===== src/rtl/channel_monitor_pkg.sv =====
// Shared widths and helpers for the channel monitor.
// CHANNEL_MONITOR_TIMESTAMP_EN prepends a cycle timestamp to every record.
package channel_monitor_pkg;

  localparam int unsigned DEF_DATA_WIDTH = 8;
  localparam int unsigned DEF_DEPTH      = 4;
  localparam int unsigned DEF_TS_WIDTH   = 16;
  localparam int unsigned DEF_DROP_WIDTH = 8;

`ifdef CHANNEL_MONITOR_TIMESTAMP_EN
  localparam bit TS_EN = 1'b1;
`else
  localparam bit TS_EN = 1'b0;
`endif

  function automatic int unsigned mon_width(input int unsigned data_w,
                                            input int unsigned ts_w,
                                            input bit          ts_en);
    return ts_en ? (ts_w + data_w) : data_w;
  endfunction

  function automatic int unsigned count_width(input int unsigned depth);
    return $clog2(depth) + 1;
  endfunction

endpackage


===== src/rtl/monitor_fifo.sv =====
// Synchronous show-ahead FIFO; a push while full is accepted when a pop
// retires the head in the same cycle.
module monitor_fifo
  import channel_monitor_pkg::*;
#(
  parameter  int unsigned WIDTH = 8,
  parameter  int unsigned DEPTH = 4,
  localparam int unsigned CNT_W = count_width(DEPTH),
  localparam int unsigned PTR_W = CNT_W - 1
) (
  input  logic             clk_i,
  input  logic             rst_i,
  input  logic             push_i,
  input  logic [WIDTH-1:0] data_i,
  input  logic             pop_i,
  output logic [WIDTH-1:0] data_o,
  output logic             full_o,
  output logic             empty_o,
  output logic [CNT_W-1:0] count_o
);

  logic [WIDTH-1:0] mem_q [DEPTH];
  logic [PTR_W-1:0] wr_ptr_q, wr_ptr_d;
  logic [PTR_W-1:0] rd_ptr_q, rd_ptr_d;
  logic [CNT_W-1:0] count_q, count_d;
  logic             push_ok, pop_ok;

  assign full_o  = (count_q == CNT_W'(DEPTH));
  assign empty_o = (count_q == '0);
  assign pop_ok  = pop_i & ~empty_o;
  assign push_ok = push_i & (~full_o | pop_ok);

  always_comb begin
    wr_ptr_d = wr_ptr_q;
    rd_ptr_d = rd_ptr_q;
    count_d  = count_q;
    // Pointers wrap naturally since DEPTH is a power of two.
    if (push_ok) wr_ptr_d = wr_ptr_q + PTR_W'(1);
    if (pop_ok)  rd_ptr_d = rd_ptr_q + PTR_W'(1);
    case ({push_ok, pop_ok})
      2'b10:   count_d = count_q + CNT_W'(1);
      2'b01:   count_d = count_q - CNT_W'(1);
      default: count_d = count_q;
    endcase
  end

  always_ff @(posedge clk_i) begin
    if (rst_i) begin
      wr_ptr_q <= '0;
      rd_ptr_q <= '0;
      count_q  <= '0;
      for (int unsigned i = 0; i < DEPTH; i++) begin
        mem_q[i] <= '0;
      end
    end else begin
      wr_ptr_q <= wr_ptr_d;
      rd_ptr_q <= rd_ptr_d;
      count_q  <= count_d;
      if (push_ok) mem_q[wr_ptr_q] <= data_i;
    end
  end

  assign data_o  = mem_q[rd_ptr_q];
  assign count_o = count_q;

endmodule


===== src/rtl/channel_monitor_fifo.sv =====
// Passive ready-valid channel tap buffering fired transfers for a monitor port.
// CHANNEL_MONITOR_TIMESTAMP_EN adds a free-running timestamp in the record MSBs.
module channel_monitor_fifo
  import channel_monitor_pkg::*;
#(
  parameter  int unsigned DATA_WIDTH = DEF_DATA_WIDTH,
  parameter  int unsigned DEPTH      = DEF_DEPTH,
  parameter  int unsigned TS_WIDTH   = DEF_TS_WIDTH,
  parameter  int unsigned DROP_WIDTH = DEF_DROP_WIDTH,
  localparam int unsigned MON_WIDTH  = mon_width(DATA_WIDTH, TS_WIDTH, TS_EN),
  localparam int unsigned CNT_WIDTH  = count_width(DEPTH)
) (
  input  logic                  clk,
  input  logic                  rst,
  input  logic                  tap_valid,
  input  logic                  tap_ready,
  input  logic [DATA_WIDTH-1:0] tap_data,
  input  logic                  monitor_ready,
  output logic                  monitor_valid,
  output logic [MON_WIDTH-1:0]  monitor_data,
  output logic [CNT_WIDTH-1:0]  fifo_count,
  output logic                  overflow,
  output logic [DROP_WIDTH-1:0] drop_count
);

  logic                  fire, pop, drop;
  logic                  fifo_full, fifo_empty;
  logic [MON_WIDTH-1:0]  record;
  logic                  overflow_q, overflow_d;
  logic [DROP_WIDTH-1:0] drop_cnt_q, drop_cnt_d;

`ifdef CHANNEL_MONITOR_TIMESTAMP_EN
  logic [TS_WIDTH-1:0] ts_q, ts_d;

  assign ts_d = ts_q + TS_WIDTH'(1);

  always_ff @(posedge clk) begin
    if (rst) ts_q <= '0;
    else     ts_q <= ts_d;
  end

  assign record = {ts_q, tap_data};
`else
  assign record = tap_data;
`endif

  assign fire = tap_valid & tap_ready;
  assign pop  = monitor_valid & monitor_ready;
  // A full FIFO only loses the record when nothing leaves this cycle.
  assign drop = fire & fifo_full & ~pop;

  always_comb begin
    overflow_d = overflow_q | drop;
    drop_cnt_d = drop_cnt_q;
    if (drop && (drop_cnt_q != '1)) drop_cnt_d = drop_cnt_q + DROP_WIDTH'(1);
  end

  always_ff @(posedge clk) begin
    if (rst) begin
      overflow_q <= 1'b0;
      drop_cnt_q <= '0;
    end else begin
      overflow_q <= overflow_d;
      drop_cnt_q <= drop_cnt_d;
    end
  end

  monitor_fifo #(
    .WIDTH (MON_WIDTH),
    .DEPTH (DEPTH)
  ) u_fifo (
    .clk_i   (clk),
    .rst_i   (rst),
    .push_i  (fire),
    .data_i  (record),
    .pop_i   (pop),
    .data_o  (monitor_data),
    .full_o  (fifo_full),
    .empty_o (fifo_empty),
    .count_o (fifo_count)
  );

  assign monitor_valid = ~fifo_empty;
  assign overflow      = overflow_q;
  assign drop_count    = drop_cnt_q;

endmodule


===== config.mk =====
export PLATFORM = sky130hd
export DESIGN_NAME = channel_monitor_fifo
export DESIGN_NICKNAME = d
export VERILOG_FILES = /design/src/rtl/channel_monitor_pkg.sv /design/src/rtl/monitor_fifo.sv /design/src/rtl/channel_monitor_fifo.sv
export SDC_FILE = /design/constraint.sdc
export NUM_CORES = 1
export LEC_CHECK = 0
export ABC_AREA = 1
export ABC_CLOCK_PERIOD_IN_PS = 2300
export CAP_MARGIN = 20
export CELL_PAD_IN_SITES_DETAIL_PLACEMENT = 0
export CELL_PAD_IN_SITES_GLOBAL_PLACEMENT = 1
export CORE_MARGIN = 2
export CORE_UTILIZATION = 30
export DETAILED_ROUTE_END_ITERATION = 7
export PLACE_DENSITY_LB_ADDON = 0.1
export SLEW_MARGIN = 20
export SYNTH_ARGS = -nofsm -noshare
export SYNTH_HDL_FRONTEND = slang
export SYNTH_SLANG_ARGS = --single-unit

===== constraint.sdc =====
create_clock -name clk -period 2.3 [get_ports clk]
set_clock_uncertainty 0.2 [all_clocks]
set_input_delay 0.46 -clock clk [delete_from_list [all_inputs] [get_ports clk]]
set_output_delay 0.46 -clock clk [all_outputs]
set_load 0.05 [all_outputs]

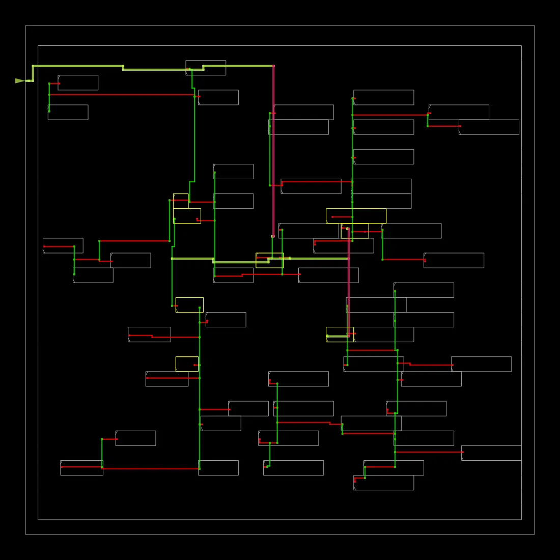
Figure 1: clock nets.
TritonCTS Buffers: 5
clk ins delay skew pair: 0.31 ns
Flops: 50
power of the clock network: 0.652 mW

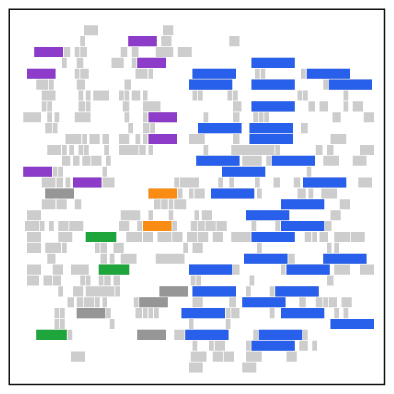
Figure 2: where the registers sit.
(4 px per um) Other sequential cells in the stronger gray, the rest of the logic in the fainter gray.
- blue: `u_fifo.mem_q` (sequential cells 32)
- orange: `u_fifo.wr_ptr_q` (sequential cells 2)
- green: `u_fifo.count_o` (sequential cells 3)
- purple: `drop_count` (sequential cells 8)
- not colored: 5
Reg area: 0.00133 sq mm
Seq. pwr: 1.05 mW
Seq area share: 43.0%

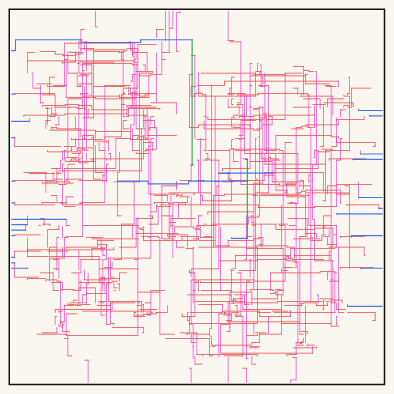
Figure 3: wiring by layer.
(4 px per um)
- red: M1 (wire length 2620 um)
- green: M4 (wire length 51.0 um)
- blue: M3 (wire length 197 um)
- magenta: M2 (wire length 2480 um)
Vias: 1856
Tot GR Track Use: 13.2%

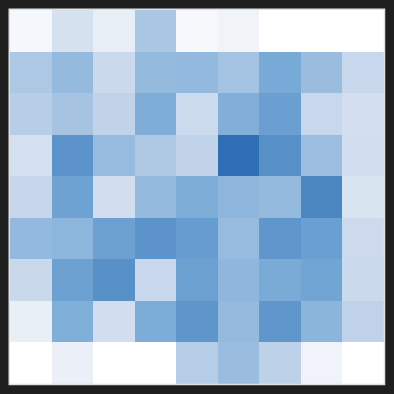
Figure 4: placement density heat map.
(4 px per um) 9 x 9 tiles, from white (low) to dark blue (high), 0 to 100% covered.
- nearly empty tiles: 8.6%
- fullest tile: 75%
- densest ninth of the die: center
- mean over tiles: 34%
CORE AREA: 0.00773 sq mm
FP Util: 31.1%
Post-Route Utilization: 39.9%

==> impl_metrics.json <==
{
  "drv_slew": 0,
  "report.power.total_mw": 2.49,
  "dpl_cell_area_sq_mm": 0.00296,
  "synth_chip_area_sq_mm": 0.00240,
  "synth_seq_share_pct": 55.0,
  "synth_top_cell_by_count": "nor2_1",
  "path_class": "register to primary output",
  "grt_pass1_vias": 1797,
  "cts-root-buf": "clkbuf_8",
  "worstReg2RegStart": "u_fifo.count_o[0]$_SDFFE_PP0P_",
  "synth-edff-count": 32,
  "path_cells": "clkdlybuf4s50_1",
  "timing.final.crit_share_pct": 96.8,
  "fin_nets": 330,
  "warning_count": 26,
  "fp_nets": 275,
  "drt_pre_antenna_iters": 5,
  "postSynth.asyncResetShare_pct": 0,
  "worstPathArrival_ns": 1.57,
  "max-cap-violations": 0,
  "hold_class": "register to register",
  "crit_path_max_fanout": 5,
  "top_area_cell": "edfxtp_1",
  "setup_viol": 0,
  "path_buffers": 1,
  "grt_overflow": 0,
  "holdPathStages": 2,
  "cp.depth": 1,
  "cts_tree": "built",
  "r2r_slack_ns": 0.29,
  "power.density_mw_per_mm2": 806,
  "dp_slack_ns": -0.185,
  "status": "complete, no violations",
  "rsz0062_at_grt": "false",
  "wl_per_cell_um": 12.8,
  "lay_top_count": "nor2_1",
  "final_cell_count_no_fill": 417,
  "netlist_area_sq_mm": 0.00240,
  "syn_to_final_growth_pct": 28.5,
  "fin_crit_ns": 2.23,
  "yosysWarnings": 0,
  "fin_area_sq_mm": 0.00308,
  "topCellsByArea": "edfxtp_1 40%, dfxtp_1 15%, nor2_1 9.4%, o21ai_0 5.2%, nand2_4 5.2%",
  "io_pins": 34,
  "slew_headroom_pct": 66.4
}
-- metal layers --
layer	part of all wire [%]	up-vias	GRT usage, %	wire (um)
li1	-	962	-	-
met1	49	860	17.7	2620
met2	46	29	21.6	2480
met3	3.7	5	2.90	196
met4	0.95	0	3.68	51
met5	0	-	0	0
-- registers in the layout, summed over array words and instances, names as in the netlist, named ones only --
signal,flops
u_fifo.wr_ptr_q,2
u_fifo.mem_q,32
drop_count,8
u_fifo.rd_ptr_q,2
overflow,1
u_fifo.count_o,3
-- through the flow --
stage	hold WS [ns]	setup TNS, ns
global placement	0.250	-0.208
detailed placement	0.256	-0.279
floorplan	0.233	0
CTS	0.274	0
global route	0.298	0
finish	0.274	0
-- cells by family after synthesis --
logic type                 after synthesis  share of synthesized area, %
xor gates and xnor gates                 1                         0.365
buffers and inverters                   39                          7.29
AOI/OAI and AO/OA                       47                          11.0
DFF                                     50                          55.0
adders and majority gates                3                          1.88
and+or+nand+nor                        119                          24.4
-- worst register-to-register path, delay by kind of cell (launching register included) --
kind | cells | cell delay (ns)
DFF | 1 | 0.34
buffers and inverters | 1 | 0.05
AOI/OAI and AO/OA | 2 | 0.23
adders and majority gates | 2 | 0.51
and+or+nand+nor | 6 | 0.62
-- report_power, final --
part           switching (mW)  total, mW  internal [mW]
Combinational           0.538      0.788          0.251
Sequential             0.0316       1.05           1.01
Clock                   0.321      0.652          0.332
-- layout make-up --
cell class              count  area, sq um
clock buffers               5         68.8
clock inverters             3         48.8
fillers                   799         4640
inverters                  33          125
multi-input cells         170          910
flip-flops and latches     50         1330
well taps                 102          128
repair buffers             54          479
-- what timing repair did --
action	4_1_cts	5_1_grt
pin swaps	0	0
endpoints found under the hold margin	0	0
endpoints found under the setup margin	1	4
resized	1	5
hold buffers	0	0
setup buffers	0	0
Power figures rest on the tool's default switching activity, not on a simulated workload.
